### config.mk
export PLATFORM = sky130hd
export DESIGN_NAME = memory_access
export DESIGN_NICKNAME = d
export VERILOG_FILES = /design/src/rtl/mem_access_pkg.sv /design/src/rtl/load_extender.sv /design/src/rtl/memory_access.sv
export SDC_FILE = /design/constraint.sdc
export NUM_CORES = 1
export LEC_CHECK = 0
export ABC_AREA = 1
export CORE_ASPECT_RATIO = 2
export CORE_MARGIN = 2
export CORE_UTILIZATION = 35
export CTS_CLUSTER_DIAMETER = 80
export DETAILED_ROUTE_END_ITERATION = 8
export SLEW_MARGIN = 20
export SYNTH_ARGS = -nofsm -noshare
export SYNTH_HDL_FRONTEND = slang
export SYNTH_HIERARCHICAL = 1
export SYNTH_SLANG_ARGS = --single-unit
### constraint.sdc
create_clock -name clk -period 2.35 [get_ports clk]
set_input_delay 0.3525 -clock clk [delete_from_list [all_inputs] [get_ports clk]]
set_output_delay 0.3525 -clock clk [all_outputs]
set_load 0.02 [all_outputs]
### src/rtl/mem_access_pkg.sv
// Shared types and helpers for the RV32 memory stage.
// Width encoding, FSM states, store-lane and alignment helpers.
package mem_access_pkg;

  typedef enum logic [1:0] {
    MEM_BYTE = 2'd0,
    MEM_HALF = 2'd1,
    MEM_WORD = 2'd2,
    MEM_RSVD = 2'd3
  } mem_width_e;

  typedef enum logic [1:0] {
    IDLE   = 2'd0,
    REQ    = 2'd1,
    WAIT_R = 2'd2
  } ma_state_e;

  function automatic logic is_misaligned(
    input logic [1:0] width,
    input logic [1:0] off
  );
    logic bad;
    bad = 1'b0;
    case (width)
      MEM_HALF: bad = off[0];
      MEM_WORD: bad = (off != 2'd0);
      MEM_RSVD: bad = 1'b1;
      default:  bad = 1'b0;
    endcase
    return bad;
  endfunction

  function automatic logic [3:0] store_strb(
    input logic [1:0] width,
    input logic [1:0] off
  );
    logic [3:0] s;
    case (width)
      MEM_BYTE: s = 4'b0001 << off;
      MEM_HALF: s = 4'b0011 << off;
      default:  s = 4'b1111;
    endcase
    return s;
  endfunction

  function automatic logic [31:0] store_data(
    input logic [1:0]  width,
    input logic [31:0] d
  );
    logic [31:0] w;
    case (width)
      MEM_BYTE: w = {4{d[7:0]}};
      MEM_HALF: w = {2{d[15:0]}};
      default:  w = d;
    endcase
    return w;
  endfunction

endpackage

### src/rtl/load_extender.sv
// Aligns a read word to the accessed lane and
// sign- or zero-extends it to 32 bits.
module load_extender
  import mem_access_pkg::*;
(
  input  logic [31:0] rdata,
  input  logic [1:0]  offset,
  input  logic [1:0]  width,
  input  logic        is_unsigned,
  output logic [31:0] result
);

  logic [31:0] x;

  assign x = rdata >> {offset, 3'b000};

  // Pick the lane and extend it
  always_comb begin
    result = rdata;
    case (width)
      MEM_BYTE: result = {{24{~is_unsigned & x[7]}}, x[7:0]};
      MEM_HALF: result = {{16{~is_unsigned & x[15]}}, x[15:0]};
      default:  result = rdata;
    endcase
  end

endmodule

### src/rtl/memory_access.sv
// RV32 memory stage: runs loads/stores on a req/gnt/rvalid
// port and registers the MW bundle for writeback.
module memory_access
  import mem_access_pkg::*;
(
  input  logic        clk,
  input  logic        rstd,
  input  logic        EM_valid,
  input  logic [31:0] EM_pc,
  input  logic [31:0] EM_alu_result,
  input  logic [31:0] EM_w_data,
  input  logic [1:0]  EM_mem_access_width,
  input  logic [4:0]  EM_rd_addr,
  input  logic        EM_w_enable,
  input  logic        EM_is_load,
  input  logic        EM_is_store,
  input  logic        EM_is_load_unsigned,
  output logic        stall,
  output logic        dmem_req,
  output logic        dmem_we,
  output logic [31:0] dmem_addr,
  output logic [3:0]  dmem_wstrb,
  output logic [31:0] dmem_wdata,
  input  logic        dmem_gnt,
  input  logic        dmem_rvalid,
  input  logic [31:0] dmem_rdata,
  output logic        MW_valid,
  output logic [31:0] MW_pc,
  output logic [4:0]  MW_rd_addr,
  output logic        MW_w_enable,
  output logic [31:0] MW_w_data,
  output logic        MW_misaligned
);

  ma_state_e   state;
  logic [1:0]  lat_off;
  logic [1:0]  lat_width;
  logic        lat_uns;
  logic [4:0]  lat_rd;
  logic [31:0] lat_pc;
  logic        lat_we;
  logic        lat_store;

  logic        mem_op;
  logic        mis;
  logic        completing;
  logic [31:0] load_val;

  load_extender u_ext (
    .rdata       (dmem_rdata),
    .offset      (lat_off),
    .width       (lat_width),
    .is_unsigned (lat_uns),
    .result      (load_val)
  );

  // Decode the incoming op and the completion condition
  always_comb begin
    mem_op = EM_valid & (EM_is_load | EM_is_store);
    mis = is_misaligned(EM_mem_access_width,
                        EM_alu_result[1:0]);
    completing = (state == REQ & dmem_gnt & lat_store)
               | (state == WAIT_R & dmem_rvalid);
    stall = (state != IDLE & ~completing)
          | (state == IDLE & mem_op & ~mis);
  end

  // Transaction FSM with registered bus and MW outputs
  always_ff @(posedge clk) begin
    if (rstd) begin
      state         <= IDLE;
      dmem_req      <= 1'b0;
      dmem_we       <= 1'b0;
      dmem_addr     <= '0;
      dmem_wstrb    <= '0;
      dmem_wdata    <= '0;
      MW_valid      <= 1'b0;
      MW_pc         <= '0;
      MW_rd_addr    <= '0;
      MW_w_enable   <= 1'b0;
      MW_w_data     <= '0;
      MW_misaligned <= 1'b0;
      lat_off       <= '0;
      lat_width     <= '0;
      lat_uns       <= 1'b0;
      lat_rd        <= '0;
      lat_pc        <= '0;
      lat_we        <= 1'b0;
      lat_store     <= 1'b0;
    end else begin
      MW_valid <= 1'b0;
      case (state)
        IDLE: begin
          if (mem_op & ~mis) begin
            lat_off    <= EM_alu_result[1:0];
            lat_width  <= EM_mem_access_width;
            lat_uns    <= EM_is_load_unsigned;
            lat_rd     <= EM_rd_addr;
            lat_pc     <= EM_pc;
            lat_we     <= EM_w_enable;
            lat_store  <= EM_is_store;
            dmem_req   <= 1'b1;
            dmem_we    <= EM_is_store;
            dmem_addr  <= {EM_alu_result[31:2], 2'b00};
            dmem_wstrb <= EM_is_store
                        ? store_strb(EM_mem_access_width,
                                     EM_alu_result[1:0])
                        : 4'b0000;
            dmem_wdata <= store_data(EM_mem_access_width,
                                     EM_w_data);
            state      <= REQ;
          end else if (EM_valid) begin
            MW_valid      <= 1'b1;
            MW_pc         <= EM_pc;
            MW_rd_addr    <= EM_rd_addr;
            MW_w_data     <= EM_alu_result;
            MW_w_enable   <= EM_w_enable & ~mem_op;
            MW_misaligned <= mem_op;
          end
        end
        REQ: begin
          if (dmem_gnt) begin
            dmem_req   <= 1'b0;
            dmem_we    <= 1'b0;
            dmem_wstrb <= 4'b0000;
            if (lat_store) begin
              MW_valid      <= 1'b1;
              MW_pc         <= lat_pc;
              MW_rd_addr    <= lat_rd;
              MW_w_data     <= {dmem_addr[31:2], lat_off};
              MW_w_enable   <= 1'b0;
              MW_misaligned <= 1'b0;
              state         <= IDLE;
            end else begin
              state <= WAIT_R;
            end
          end
        end
        WAIT_R: begin
          if (dmem_rvalid) begin
            MW_valid      <= 1'b1;
            MW_pc         <= lat_pc;
            MW_rd_addr    <= lat_rd;
            MW_w_data     <= load_val;
            MW_w_enable   <= lat_we;
            MW_misaligned <= 1'b0;
            state         <= IDLE;
          end
        end
        default: state <= IDLE;
      endcase
    end
  end

endmodule

gate_families.png
Scale: 1.5 px per µm.
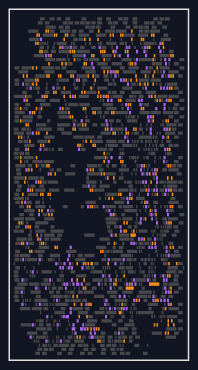
| family | colour | cells | where |
|---|---|---|---|
| NOR gates | orange | 337 | widely spread |
| inverting AOI/OAI gates | purple | 239 | widely spread |

==> results.sh <==
# yosys + openroad results
export IMPL_drt_initial_drc_count=652
export IMPL_reg2regPathDepth=9
export IMPL_cts_setup_buffers=0
export IMPL_buffer_area_frac=0.257
export IMPL_finalHoldViolations=0
export IMPL_grt_pass1_wl_um=52600
export IMPL_stdcell_area_mm2=0.0130
export IMPL_yosys_cells=1375
export IMPL_hold_path_class="reg -> reg"
export IMPL_antenna_left=0
export IMPL_initial_core_util=0.356
export IMPL_ys_ff=186
export IMPL_h_tree_depth=4
export IMPL_seq_cell_count=186
export IMPL_drc=0
export IMPL_postSynthCellCount=1375
export IMPL_max_cap_viol_count=0
export IMPL_final_clk_cell_share=0.0433
export IMPL_topCellsByArea="dfxtp_1, nor2_1, nand2_1"
export IMPL_top_layer="met4"
export IMPL_drtPass1Iterations=5
export IMPL_core_mm2=0.0258
export IMPL_synth_chip_area_mm2=0.00918
export IMPL_rows=83
export IMPL_clk_pin_slew_ps=70
export IMPL_peakVddDrop_mv=0.524
export IMPL_clockBufferDepth=2
export IMPL_cts_sinks=186
export IMPL_regArea_mm2=0.00372
export IMPL_place_inst=1943
export IMPL_cts_buffers_inserted=17
export IMPL_place_area_mm2=0.0124
export IMPL_syn_avg_cell_area_um2=6.68
export IMPL_mostFrequentLayoutCell="nor2_1"
export IMPL_min_period_ps=2250
export IMPL_tool_warnings=29
export IMPL_wl_met2_um=18600
export IMPL_power_mw=9.36
export IMPL_io_pins=287
export IMPL_grt_antenna_before_repair=2
export IMPL_status="finished clean"
export IMPL_utilization=0.504
export IMPL_seq_share=0.287
export IMPL_netlist_area_mm2=0.00918
metal_stack.png
Scale: 3 px per µm.
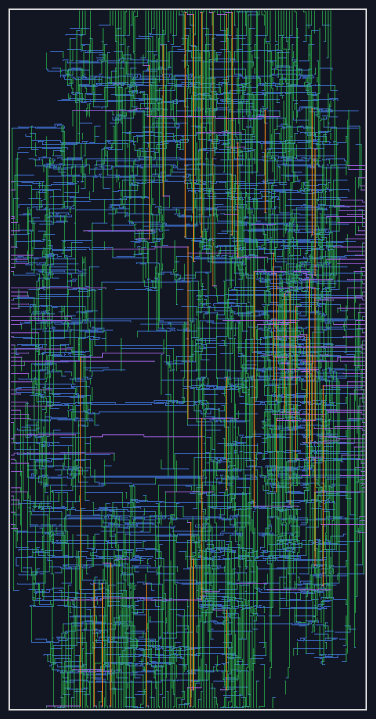
| layer | colour | wire length |
|---|---|---|
| met2 | green | 18600 µm |
| met4 | orange | 1900 µm |
| met1 | blue | 12400 µm |
| met3 | purple | 1500 µm |

routing by layer:
| layer | track usage | vias to the layer above |
|---|---|---|
| met5 | 0 | - |
| met1 | 0.243 | 4485 |
| met3 | 0.0502 | 78 |
| met4 | 0.150 | 0 |
| met2 | 0.470 | 299 |
| li1 | - | 4926 |
final timing paths:
kind,startpoint,endpoint,slack (ps)
min,lat_we,lat_we,460
min reg2reg,lat_we,lat_we,460
max reg2reg,state[1],MW_w_enable,270
max,state[1],stall,100
what timing repair did:
| action | 4_1_cts | 5_1_grt |
|---|---|---|
| pin swaps | 0 | 0 |
| gates resized | 1 | 1 |
| hold endpoints to repair | 0 | 0 |
| endpoints found under the setup margin | 1 | 1 |
where the power goes:
group          internal [mW]  switching, mW
registers               3.49          0.199
logic                   1.22           1.62
clock network           1.55           1.29
worst max-delay path: stages, from the launching register on:
cell and delay, ps:
dfxtp_1 380, inv_1 80, ha_1 250, nand2_1 100, o21ai_1 80, o21ai_0 190
dlygate4sd2_1 360
flip-flops by register name, summed over array words and instances, names as in the netlist:
signal         count
dmem_we            1
state              2
dmem_req           1
MW_misaligned      1
MW_pc             32
dmem_wstrb         4
lat_store          1
dmem_addr         30
MW_rd_addr         5
MW_w_data         32
lat_width          2
lat_rd             5
MW_valid           1
lat_uns            1
lat_off            2
MW_w_enable        1
lat_pc            32
dmem_wdata        32
lat_we             1
logic make-up (layout without fill, tap and decap cells):
logic type	count (synthesis)	count (layout)	share of synthesized area
and+or+nand+nor	764	764	0.339
AOI/OAI and AO/OA	240	240	0.133
DFF	186	186	0.406
buffers and inverters	143	401	0.0770
muxes	37	37	0.0403
adders and majority gates	4	4	0.00545
other	1	5	0.000408
Power and IR drop assume default switching activity.
